**src/rtl/mem_dump_tx_pkg.sv**
```systemverilog
// rtl/mem_dump_tx_pkg.sv - shared debug package: dump FSM states and word/byte sizing
package mem_dump_tx_pkg;

  typedef enum logic [2:0] {
    ST_IDLE,
    ST_REQ,
    ST_WAIT,
    ST_SEND,
    ST_DONE
  } dump_state_t;

  function automatic int bytes_per_word(input int word_bits);
    return word_bits / 8;
  endfunction

  localparam int DEFAULT_BYTES_PER_WORD = bytes_per_word(32);

endpackage

```
**src/rtl/mem_dump_tx.sv**
```systemverilog
// rtl/mem_dump_tx.sv - streams the halted data memory out as MSB-first bytes
module mem_dump_tx
  import mem_dump_tx_pkg::*;
#(
  parameter int len_data  = 32,
  parameter int len_addr  = 6,
  parameter int num_words = 64
) (
  input  logic                clk,
  input  logic                reset,
  input  logic                halt,
  input  logic                start,
  input  logic [len_data-1:0] mem_rd_data,
  input  logic                tx_ready,
  output logic                mem_rd_en,
  output logic [len_addr-1:0] mem_addr,
  output logic [7:0]          tx_data,
  output logic                tx_valid,
  output logic                busy,
  output logic                done
);

  localparam int BPW   = bytes_per_word(len_data);
  localparam int IDX_W = (BPW > 1) ? $clog2(BPW) : 1;
  localparam logic [len_addr-1:0] LAST_ADDR = len_addr'(num_words - 1);
  localparam logic [IDX_W-1:0]    LAST_BYTE = IDX_W'(BPW - 1);

  dump_state_t         state, state_nx;
  logic [len_addr-1:0] counter;
  logic [IDX_W-1:0]    byte_idx;
  logic [len_data-1:0] shift_reg;
  logic                xfer;
  logic                last_byte;

  assign xfer      = (state == ST_SEND) && tx_ready;
  assign last_byte = (byte_idx == LAST_BYTE);

  always_comb begin
    state_nx  = state;
    mem_rd_en = 1'b0;
    tx_valid  = 1'b0;
    done      = 1'b0;
    case (state)
      ST_IDLE: if (start && halt) state_nx = ST_REQ;
      ST_REQ: begin
        mem_rd_en = 1'b1;
        state_nx  = ST_WAIT;
      end
      ST_WAIT: state_nx = ST_SEND;
      ST_SEND: begin
        tx_valid = 1'b1;
        if (tx_ready && last_byte)
          state_nx = (counter == LAST_ADDR) ? ST_DONE : ST_REQ;
      end
      ST_DONE: begin
        done     = 1'b1;
        state_nx = ST_IDLE;
      end
      default: state_nx = ST_IDLE;
    endcase
  end

  assign busy     = (state != ST_IDLE);
  assign mem_addr = counter;
  assign tx_data  = shift_reg[len_data-1 -: 8];

  always_ff @(posedge clk or posedge reset) begin
    if (reset) begin
      state     <= ST_IDLE;
      counter   <= '0;
      byte_idx  <= '0;
      shift_reg <= '0;
    end else begin
      state <= state_nx;
      if (state == ST_IDLE && state_nx == ST_REQ)
        counter <= '0;
      if (state == ST_WAIT) begin
        shift_reg <= mem_rd_data;
        byte_idx  <= '0;
      end
      if (xfer) begin
        shift_reg <= shift_reg << 8;
        byte_idx  <= byte_idx + IDX_W'(1);
        // The final word leaves the counter parked so mem_addr never wraps.
        if (last_byte && counter != LAST_ADDR)
          counter <= counter + len_addr'(1);
      end
    end
  end

endmodule

```
**config.mk**
```make
export PLATFORM = sky130hd
export DESIGN_NAME = mem_dump_tx
export DESIGN_NICKNAME = d
export VERILOG_FILES = /design/src/rtl/mem_dump_tx_pkg.sv /design/src/rtl/mem_dump_tx.sv
export SDC_FILE = /design/constraint.sdc
export NUM_CORES = 1
export LEC_CHECK = 0
export ABC_AREA = 0
export CORE_ASPECT_RATIO = 0.6
export CORE_MARGIN = 8
export CORE_UTILIZATION = 33
export DETAILED_ROUTE_END_ITERATION = 8
export DONT_BUFFER_PORTS = 1
export PLACE_DENSITY = 0.51
export SYNTH_ARGS = -nofsm -noshare
export SYNTH_HDL_FRONTEND = slang
export SYNTH_SLANG_ARGS = --single-unit
```
**constraint.sdc**
```tcl
create_clock -name clk -period 3.7 [get_ports clk]
set_clock_uncertainty 0.2 [all_clocks]
set_input_delay 0.37 -clock clk [delete_from_list [all_inputs] [get_ports clk]]
set_output_delay 0.37 -clock clk [all_outputs]
set_load 0.02 [all_outputs]
```
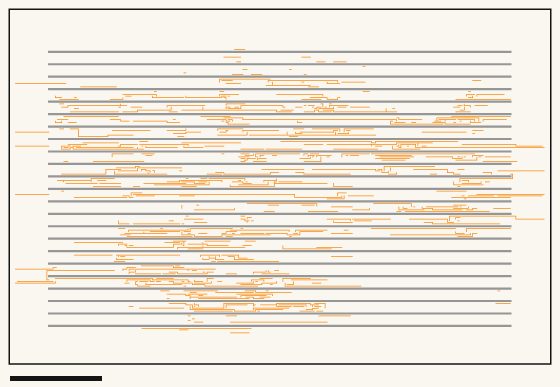
met1.png
Bar = 20 um. Supply wires on this layer in gray.
main direction: horizontal
share of all routed wire: 52%
longest straight run: 35.2 um
nets with wire on the layer: 236
wire length on this layer: 2590 um
met1 GRT Util: 16.0%
total wire length: 4960 um
vias: 1522

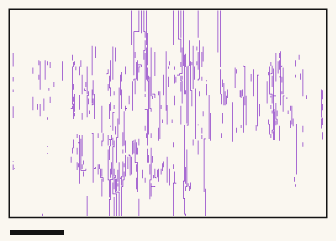
met2.png
Bar = 20 um.
nets with wire on the layer: 187
longest straight run: 23.0 um
met2 usage: 14.3%

==> flow_metrics.py <==
# Auto-generated metrics
metrics = {
    "outcome": {
        "status": "complete, no violations",
    },
    "critical_path": {
        "r2r_cells": 4,
        "path_cells": "nor3b_1",
        "crit_family": "simple AND/OR/NAND/NOR gates",
        "cpPeakStageDelay_ps": 630,
        "cp_slowest_cell": "nor3b_1",
        "startpoint_type": "flop",
    },
    "global_routing": {
        "grt_pass1_wl_um": 8180,
        "grt_usage_pct": 11.2,
        "grt_overflow": 0,
    },
    "timing": {
        "tightest_slew_ps": 920,
        "layout_setup_ws_ps": 1690,
        "holdWs_ps": 4.60,
        "grt_setup_unrepaired": "no",
    },
    "synth": {
        "adder_share_pct": 1.22,
        "edf_count": 0,
        "synth-seq-cells": 43,
        "yosysWarnings": 0,
        "yosysUniqueCellTypes": 31,
        "syn_avg_cell_area_um2": 9.60,
        "synth.net_count": 253,
        "synth_xor_xnor_area_share_pct": 0.853,
        "synth.cellmix.compoundShare_pct": 15.2,
        "yosys_cells": 214,
        "syn_inst": 214,
    },
    "placed_design": {
        "globalplace.congestion": 0.758,
        "io_buffers": 0,
    },
    "pwr": {
        "vdd_drop_max_uv": 233,
        "power_density_nw_per_um2": 720,
    },
    "layout": {
        "areaGrowthSynthToFinish_pct": 15.9,
        "fin_cells": 311,
        "drive_gt1_share_pct": 5.73,
    },
    "die": {
        "core_um2": 6060,
        "top_level_ports": 55,
    },
    "clocking": {
        "postCtsSetupBuffers": 0,
        "cts_hold_buf": 21,
        "ctsRootBufferMaster": "clkbuf_8",
    },
    "min_path": {
        "whs_path_depth": 2,
    },
}
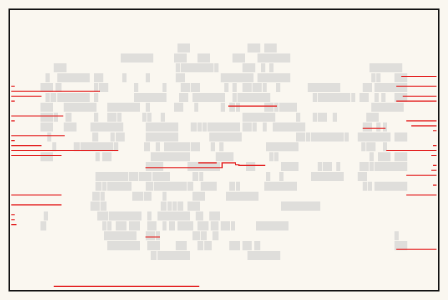
met3.png
main direction: horizontal
share of all routed wire: 7.0%
longest straight run: 39.8 um
wire length on this layer: 346 um

[cells in the mapped netlist, types with 3 or more instances]
library cell  count
nand2_1          71
dfrtp_1          43
a22oi_1          24
o21ai_1           9
buf_4             8
buf_2             6
buf_6             5
nand3_1           5
nor2_1            5
o21ai_0           5
o211ai_1          4
inv_1             3
nand4b_1          3
[layer usage]
layer | global-route usage, % | vias to the layer above | part of all wire [%]
met2 | 14.3 | 43 | 40
met1 | 16.0 | 716 | 52
met4 | 3.05 | 0 | 0.99
li1 | - | 759 | -
met5 | 0 | - | 0
met3 | 5.26 | 4 | 7.0
[worst paths after layout]
path | from | slack (ps) | to
worst max register to register | state[2]$_DFF_PP0_ | 1790 | shift_reg[31]$_DFFE_PP0P_
max in group asynchronous | reset | 2190 | state[0]$_DFF_PP0_
worst min-delay path | mem_rd_data[16] | 5 | shift_reg[16]$_DFFE_PP0P_
worst max-delay path | state[0]$_DFF_PP0_ | 1690 | mem_rd_en
min in group asynchronous | reset | 530 | shift_reg[31]$_DFFE_PP0P_
worst min register to register | shift_reg[12]$_DFFE_PP0P_ | 280 | shift_reg[12]$_DFFE_PP0P_
[area by class of cell]
class,instances,area [um2]
fillers,625,3670
flip-flops and latches,43,1080
multi-input cells,149,821
repair buffers,24,235
well taps,84,105
clock buffers,6,72.6
clock inverters,2,60.1
inverters,3,11.3
[worst reg2reg max path, delay by kind of cell (launching register included)]
| kind | cells | cell delay [ps] |
|---|---|---|
| flops | 1 | 480 |
| simple gates | 2 | 730 |
| compound gates | 1 | 120 |
| buf+inv | 1 | 330 |
[per-stage QoR]
| stage | instance area, um2 | util [%] |
|---|---|---|
| floorplan | 2050 | - |
| global placement | 2030 | 33.5 |
| detailed placement | 2030 | 33.5 |
| CTS | 2370 | 39.2 |
| global route | 2380 | 39.3 |
| finish | 2380 | 39.3 |
[cells by family after synthesis]
kind of cell               after synthesis
AOI/OAI and AO/OA                       46
xor gates and xnor gates                 2
adders and majority gates                2
buffers and inverters                   22
DFF                                     43
and+or+nand+nor                         99
[power breakdown]
| part | switching (mW) | total, mW | internal (mW) |
|---|---|---|---|
| Clock | 0.163 | 0.433 | 0.270 |
| Sequential | 0.206 | 0.857 | 0.651 |
| Combinational | 0.257 | 0.424 | 0.167 |
| Total | 0.626 | 1.71 | 1.09 |
Power and IR drop assume default switching activity.
